File: config.mk
export PLATFORM = sky130hd
export DESIGN_NAME = pw_bit_multi_tx
export DESIGN_NICKNAME = d
export VERILOG_FILES = /design/src/rtl/pw_bit_pkg.sv /design/src/rtl/pw_bit_chan.sv /design/src/rtl/pw_bit_multi_tx.sv
export SDC_FILE = /design/constraint.sdc
export NUM_CORES = 2
export LEC_CHECK = 0
export CORE_MARGIN = 3
export CORE_UTILIZATION = 65
export DETAILED_ROUTE_END_ITERATION = 10
export PLACE_DENSITY = 0.84
export SLEW_MARGIN = 20
export SYNTH_ARGS = -nofsm -noshare
export SYNTH_HDL_FRONTEND = slang
export SYNTH_SLANG_ARGS = --single-unit
File: constraint.sdc
create_clock -name aclk -period 14.2 [get_ports aclk]
set_clock_uncertainty 0.1 [all_clocks]
set_input_delay 2.84 -clock aclk [delete_from_list [all_inputs] [get_ports aclk]]
set_output_delay 2.84 -clock aclk [all_outputs]
set_load 0.005 [all_outputs]
File: src/rtl/pw_bit_pkg.sv
// Shared types and helpers for the multi-channel pulse-width bit transmitter.
// Imported by the per-channel engine and the top wrapper.
package pw_bit_pkg;

    localparam int PW_WORD_WIDTH  = 32;
    localparam int PW_CNT_WIDTH   = 16;
    localparam int PW_NBITS_WIDTH = $clog2(PW_WORD_WIDTH + 1);

    typedef enum logic [1:0] {
        IDLE,
        BIT,
        GAP
    } pw_state_t;

    // Per-word timing snapshot; field widths follow the default WORD_WIDTH/CNT_WIDTH.
    typedef struct packed {
        logic [PW_CNT_WIDTH-1:0]   period;
        logic [PW_CNT_WIDTH-1:0]   t0h;
        logic [PW_CNT_WIDTH-1:0]   t1h;
        logic [PW_CNT_WIDTH-1:0]   gap;
        logic [PW_NBITS_WIDTH-1:0] nbits;
        logic                      msb_first;
    } pw_shadow_t;

    // A word length of zero or beyond the datapath means "send the whole word".
    function automatic int unsigned clamp_nbits(input int unsigned nbits,
                                                input int unsigned word_width);
        return (nbits == 0 || nbits > word_width) ? word_width : nbits;
    endfunction

endpackage

File: src/rtl/pw_bit_chan.sv
// One transmit channel: word FIFO, IDLE/BIT/GAP sequencer, bit shifter and
// registered txd/busy outputs. Config is snapshotted at every word load.
module pw_bit_chan
    import pw_bit_pkg::*;
#(
    parameter int WORD_WIDTH = PW_WORD_WIDTH,
    parameter int FIFO_DEPTH = 4,
    parameter int CNT_WIDTH  = PW_CNT_WIDTH,
    parameter int NBITS_W    = $clog2(WORD_WIDTH + 1)
) (
    input  logic                  aclk,
    input  logic                  areset,
    input  logic [CNT_WIDTH-1:0]  cfg_period,
    input  logic [CNT_WIDTH-1:0]  cfg_t0h,
    input  logic [CNT_WIDTH-1:0]  cfg_t1h,
    input  logic [CNT_WIDTH-1:0]  cfg_gap,
    input  logic [NBITS_W-1:0]    cfg_nbits,
    input  logic                  cfg_msb_first,
    input  logic                  cfg_invert,
    input  logic                  enable,
    input  logic [WORD_WIDTH-1:0] s_tdata,
    input  logic                  s_tvalid,
    output logic                  s_tready,
    output logic                  txd,
    output logic                  busy
);

    localparam int PTR_W = $clog2(FIFO_DEPTH);

    logic [WORD_WIDTH-1:0] mem [FIFO_DEPTH];
    logic [PTR_W-1:0]      wr_ptr;
    logic [PTR_W-1:0]      rd_ptr;
    logic [PTR_W:0]        count;
    logic                  push;
    logic                  pop;
    logic                  empty;

    assign empty    = (count == '0);
    assign s_tready = (count != (PTR_W+1)'(FIFO_DEPTH));
    assign push     = s_tvalid && s_tready;

    // NOTE: the storage array is deliberately not reset; pointers and count alone define valid entries.
    always_ff @(posedge aclk) begin
        if (push) begin
            mem[wr_ptr] <= s_tdata;
        end
    end

    // NOTE: sequential state uses non-blocking assignments so every register samples pre-edge values.
    always_ff @(posedge aclk) begin
        if (areset) begin
            wr_ptr <= '0;
            rd_ptr <= '0;
            count  <= '0;
        end else begin
            if (push) wr_ptr <= wr_ptr + PTR_W'(1);
            if (pop)  rd_ptr <= rd_ptr + PTR_W'(1);
            count <= count + (PTR_W+1)'(push) - (PTR_W+1)'(pop);
        end
    end

    pw_state_t             state, state_n;
    logic [CNT_WIDTH-1:0]  cnt, cnt_n;
    logic [NBITS_W-1:0]    idx, idx_n;
    logic [WORD_WIDTH-1:0] sh, sh_n;
    pw_shadow_t            shadow, shadow_n;

    logic                  can_load;
    logic                  load;
    logic                  cur_bit;
    logic                  active;
    logic [NBITS_W-1:0]    nb_load;
    logic [CNT_WIDTH-1:0]  period_m1;
    logic [CNT_WIDTH-1:0]  gap_m1;
    logic [CNT_WIDTH-1:0]  thigh;
    logic [NBITS_W-1:0]    last_idx;

    assign can_load  = !empty && enable && (cfg_period >= CNT_WIDTH'(2));
    assign nb_load   = NBITS_W'(clamp_nbits(32'(cfg_nbits), WORD_WIDTH));
    assign period_m1 = CNT_WIDTH'(shadow.period) - CNT_WIDTH'(1);
    assign gap_m1    = CNT_WIDTH'(shadow.gap) - CNT_WIDTH'(1);
    assign last_idx  = NBITS_W'(shadow.nbits) - NBITS_W'(1);

    // MSB-first words are left-aligned and leave from the top; LSB-first leave from bit 0.
    assign cur_bit = shadow.msb_first ? sh[WORD_WIDTH-1] : sh[0];
    assign thigh   = cur_bit ? CNT_WIDTH'(shadow.t1h) : CNT_WIDTH'(shadow.t0h);
    assign active  = (state == BIT) && (cnt < thigh);

    // NOTE: every combinational output gets a default first, so no path can infer a latch.
    always_comb begin
        state_n  = state;
        cnt_n    = cnt;
        idx_n    = idx;
        sh_n     = sh;
        shadow_n = shadow;
        load     = 1'b0;
        pop      = 1'b0;

        case (state)
            IDLE: begin
                if (can_load) load = 1'b1;
            end
            BIT: begin
                if (cnt == period_m1) begin
                    cnt_n = '0;
                    if (idx != last_idx) begin
                        idx_n = idx + NBITS_W'(1);
                        sh_n  = shadow.msb_first ? (sh << 1) : (sh >> 1);
                    end else if (can_load) begin
                        load = 1'b1;
                    end else if (shadow.gap == '0) begin
                        state_n = IDLE;
                    end else begin
                        state_n = GAP;
                    end
                end else begin
                    cnt_n = cnt + CNT_WIDTH'(1);
                end
            end
            GAP: begin
                if (cnt == gap_m1) begin
                    state_n = IDLE;
                    cnt_n   = '0;
                end else begin
                    cnt_n = cnt + CNT_WIDTH'(1);
                end
            end
            default: begin
                state_n = IDLE;
                cnt_n   = '0;
            end
        endcase

        // A load pops the head word and freezes the timing it will be sent with.
        if (load) begin
            pop      = 1'b1;
            state_n  = BIT;
            cnt_n    = '0;
            idx_n    = '0;
            sh_n     = cfg_msb_first ? (mem[rd_ptr] << (WORD_WIDTH - int'(nb_load)))
                                     : mem[rd_ptr];
            shadow_n = '{period:    PW_CNT_WIDTH'(cfg_period),
                         t0h:       PW_CNT_WIDTH'(cfg_t0h),
                         t1h:       PW_CNT_WIDTH'(cfg_t1h),
                         gap:       PW_CNT_WIDTH'(cfg_gap),
                         nbits:     PW_NBITS_WIDTH'(nb_load),
                         msb_first: cfg_msb_first};
        end
    end

    always_ff @(posedge aclk) begin
        if (areset) begin
            state  <= IDLE;
            cnt    <= '0;
            idx    <= '0;
            sh     <= '0;
            shadow <= '0;
            txd    <= 1'b0;
            busy   <= 1'b0;
        end else begin
            state  <= state_n;
            cnt    <= cnt_n;
            idx    <= idx_n;
            sh     <= sh_n;
            shadow <= shadow_n;
            txd    <= active ^ cfg_invert;
            busy   <= (state != IDLE) || !empty;
        end
    end

endmodule

File: src/rtl/pw_bit_multi_tx.sv
// Multi-channel pulse-width bit transmitter: NUM_CHANNELS independent
// pw_bit_chan engines sharing one set of config inputs.
module pw_bit_multi_tx
    import pw_bit_pkg::*;
#(
    parameter int NUM_CHANNELS = 4,
    parameter int WORD_WIDTH   = PW_WORD_WIDTH,
    parameter int FIFO_DEPTH   = 4,
    parameter int CNT_WIDTH    = PW_CNT_WIDTH
) (
    input  logic                               aclk,
    input  logic                               areset,
    input  logic [CNT_WIDTH-1:0]               cfg_period,
    input  logic [CNT_WIDTH-1:0]               cfg_t0h,
    input  logic [CNT_WIDTH-1:0]               cfg_t1h,
    input  logic [CNT_WIDTH-1:0]               cfg_gap,
    input  logic [$clog2(WORD_WIDTH+1)-1:0]    cfg_nbits,
    input  logic                               cfg_msb_first,
    input  logic                               cfg_invert,
    input  logic [NUM_CHANNELS-1:0]            ch_enable,
    input  logic [NUM_CHANNELS*WORD_WIDTH-1:0] s_tdata,
    input  logic [NUM_CHANNELS-1:0]            s_tvalid,
    output logic [NUM_CHANNELS-1:0]            s_tready,
    output logic [NUM_CHANNELS-1:0]            txd,
    output logic [NUM_CHANNELS-1:0]            busy
);

    for (genvar c = 0; c < NUM_CHANNELS; c++) begin : g_chan
        pw_bit_chan #(
            .WORD_WIDTH (WORD_WIDTH),
            .FIFO_DEPTH (FIFO_DEPTH),
            .CNT_WIDTH  (CNT_WIDTH),
            .NBITS_W    ($clog2(WORD_WIDTH + 1))
        ) u_chan (
            .aclk          (aclk),
            .areset        (areset),
            .cfg_period    (cfg_period),
            .cfg_t0h       (cfg_t0h),
            .cfg_t1h       (cfg_t1h),
            .cfg_gap       (cfg_gap),
            .cfg_nbits     (cfg_nbits),
            .cfg_msb_first (cfg_msb_first),
            .cfg_invert    (cfg_invert),
            .enable        (ch_enable[c]),
            .s_tdata       (s_tdata[c*WORD_WIDTH +: WORD_WIDTH]),
            .s_tvalid      (s_tvalid[c]),
            .s_tready      (s_tready[c]),
            .txd           (txd[c]),
            .busy          (busy[c])
        );
    end

endmodule
Layout detail:
Bar = 5 um. Window x 143 to 163, y 204 to 224 um. Cells in gray, sequential cells in the stronger gray; small squares are vias.
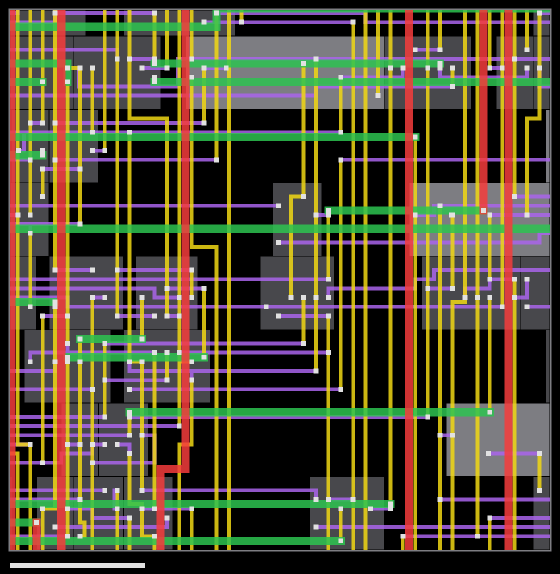
Key: met2 = yellow; met1 = purple; met4 = red; met3 = green
Netlist names of flops here include `g_chan.u_chan.sh` (3). 24 logic cells have their middle in the window. Sequential cells in the window: 3. Most frequent: nand2_1 (4), a21oi_1 (4).

Sequential cells colored by netlist name:
Bar = 100 um. Other sequential cells in the stronger gray, the rest of the logic in the fainter gray.
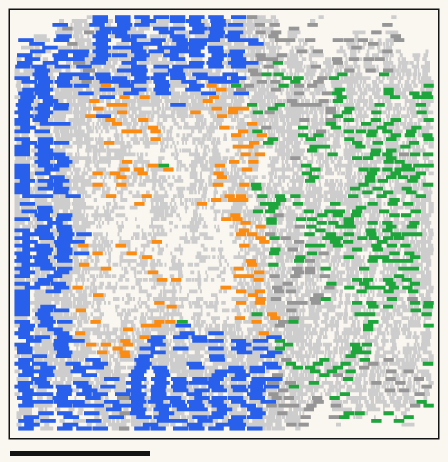
Key: `g_chan.u_chan.shadow` = green [sequential cells 284]; `g_chan.u_chan.mem` = blue [sequential cells 512]; `g_chan.u_chan.sh` = orange [sequential cells 128]
Another 140 sequential cells are not colored.

==> out/results.env <==
FINAL-MAX-SLEW-VIOLATION-COUNT=0
TIMING.CRITICAL_PATH.CELLS='clkdlybuf4s50_1, nor2b_4, inv_6, ha_2, and2_1, a221o_1, nand2_1, buf_4, nor2_2, nand2_1, o22ai_1, a21oi_1, o221a_2, a211oi_1'
SYNTH-CELLS-YOSYS=5791
POST-ROUTE-UTIL_PCT=72.8
WORST-SETUP-PATH-TYPE='in2reg'
SYNTHESIS.AREA_PER_INSTANCE_UM2=10.1
GLOBALROUTEOVERFLOWTOTAL=0
PATH_DELAY_FAMILY='simple AND/OR/NAND/NOR gates'
CLOCK_SINKS=1064
FLOORPLAN.DIE.WIDTH_UM=306
GLOBAL_ROUTE.USAGE.MET1_PCT=49.3
WL_MET2_UM=85800
FLIP_FLOPS_WITH_A_BUILT_IN_ENABLE=512
ANTENNA_CELLS=0
CTS-BUFFERS-INSERTED=109
COMPOUND_AREA_SHARE_PCT=13.5
HOLDBUFCOUNTCTS=0
TOTALWIRELENGTH_UM=190000
POST-CTS-SETUP-BUFFER-COUNT=0
RUN_STATUS='finished clean'
YS_SH_MUX_PCT=17.2
STANDARD_CELL_ROWS=109
MOST-COMMON-LAYOUT-CELLS='sky130_fd_sc_hd__nand2_1, sky130_fd_sc_hd__dfxtp_1, sky130_fd_sc_hd__mux2i_1'
TOP_LAYER_USED='met5'
YOSYS-TOP-CELLS-AREA='sky130_fd_sc_hd__edfxtp_1, sky130_fd_sc_hd__dfxtp_1, sky130_fd_sc_hd__mux2i_1'
FLOW.AREA_GROWTH_FROM_SYNTHESIS_PCT=10.7
XOR_SHARE_PCT=3.92
CLOCKBUFFERDEPTH=3
CP_COMMON_CELL='sky130_fd_sc_hd__nand2_1'
YOSYS-STAT-AREA_UM2=58400
SYN-NUM-NETS=6126
NUM_VIAS=48272
WORST_EP_ARRIVAL_TIME_NS=8.60
SYNTH-SEQ-AREA-SHARE_PCT=45.3
FINALWEIGHTEDCONGESTION=1.01
MAX_FLOP_REGISTER='g_chan.u_chan.mem'
LARGEST_REG_FLOPS=512
CRITICAL_PATH_REQUIRED_NS=14.72
CORE_AREA_UM2=88800
YOSYS.AREA.TOP_TYPE='sky130_fd_sc_hd__edfxtp_1'
SETUP_VIOL=0
CRITPATHBUFINV=3
SYNTH_ADDER_AREA_SHARE_PCT=2.73
PERIOD_NEEDED_NS=8.08
LAYOUT-DRIVE-GT1-SHARE_PCT=10.9
STARTPOINT_TYPE_OF_THE_WORST_SETUP_PATH='input pin'
CRITICAL_PATH.MAX_STAGE_DELAY_NS=0.90
SYNTH_TOP_AREA_SHARE_PCT=26.3
TIMING.FINAL.CRIT_SHARE_PCT=56.9
GRT_PASS1_WL_UM=284000
PATH_CLASS_OF_THE_LOWEST_SLACK_MIN_DELAY_PATH='reg2reg'
HOLD_SLACK_NS=0.349
POWER.DENSITY_CELL_AREA_nW_PER_UM2=174
WARNINGS=55
SYNTH_AREA_UM2=58400
CTS_TREE='yes'
SYNTHESIS.YOSYS.WARNINGS=0
DRC=0
WORST-SLEW-PIN-TRANSITION_NS=1.21
PLACE_WS_NS=5.75
NUMSYNTHFLOPS=1064
CLKTRANSATPATHREGS_NS=0.07
PLACEDINSTANCEAREA_UM2=61000
DIE_HEIGHT_UM=306
GROUTE.USAGE.OVERALL_PCT=39.5
MET2_USAGE_PCT=62.1
DOMINANTREGCELLSYNTH='sky130_fd_sc_hd__dfxtp_1'
DESIGN_POWER_TOTAL_mW=11.3
HOLD_VIOL_FINAL=0
CRITICAL_PATH.MAX_FANOUT=52
ROOT_BUF_CELL='sky130_fd_sc_hd__clkbuf_16'
MAXCLOCKFREQUENCY_MHz=124
MAX_SLEW_MARGIN_PCT=19.2
CHIPAREA_UM2=93500
P_LEAK_nW=23.0
RRSETUPSLACK_NS=8.69
ANTENNA_FOUND_INITIAL=1
POST_SYNTH_AND_OR_NAND_NOR_AREA_FRACTION_PCT=13.5
MOSTFREQUENTLAYOUTCELL='sky130_fd_sc_hd__nand2_1'
CLK_LATENCY_NS=0.71
Routed metal, one color a layer:
Bar = 100 um.
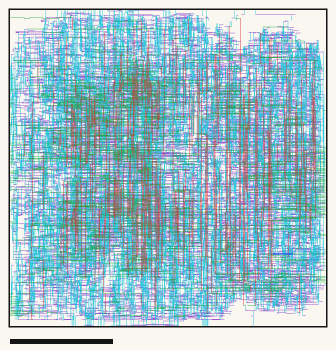
Key: met3 = green [wire length 19300 um]; met1 = purple [wire length 68.5 mm]; met5 = blue [wire length 17.5 um]; met2 = cyan [wire length 85.8 mm]; met4 = red [wire length 15900 um]

[report_power, final]
group	leakage (nW)	internal, mW	switching, mW
Combinational	12.1	1.67	2.59
Clock	1.74	1.67	1.24
Sequential	9.20	3.70	0.395
[final timing paths]
| kind | to | cells past startpoint | from |
|---|---|---|---|
| max | g_chan[1].u_chan.sh[28] | 14 | cfg_nbits[5] |
| min | g_chan[1].u_chan.shadow[28] | 2 | g_chan[1].u_chan.shadow[28] |
| max reg2reg | g_chan[2].u_chan.sh[12] | 12 | g_chan[2].u_chan.shadow[55] |
| min reg2reg | g_chan[1].u_chan.shadow[28] | 2 | g_chan[1].u_chan.shadow[28] |
[layout make-up]
class | instances | area, um^2
Multi-Input combinational cell | 4171 | 29800
Clock inverter | 59 | 603
Tap cell | 1165 | 1460
Clock buffer | 142 | 3010
Inverter | 110 | 420
Fill cell | 6163 | 24200
Timing Repair Buffer | 305 | 2870
Sequential cell | 1064 | 26400
[worst register-to-register path, cell delays in order (launching register included)]
cell and delay [ns]:
sky130_fd_sc_hd__dfxtp_1 0.36, sky130_fd_sc_hd__inv_1 0.07, sky130_fd_sc_hd__ha_1 0.16, sky130_fd_sc_hd__or3b_2 0.54, sky130_fd_sc_hd__or4_1 0.57, sky130_fd_sc_hd__o31a_1 0.30, sky130_fd_sc_hd__or3_1 0.36, sky130_fd_sc_hd__o41ai_2 0.32
sky130_fd_sc_hd__nand2_4 0.63, sky130_fd_sc_hd__clkinv_2 0.54, sky130_fd_sc_hd__buf_4 0.80, sky130_fd_sc_hd__o221ai_1 0.41, sky130_fd_sc_hd__and3_1 0.26
Power and IR drop assume default switching activity.
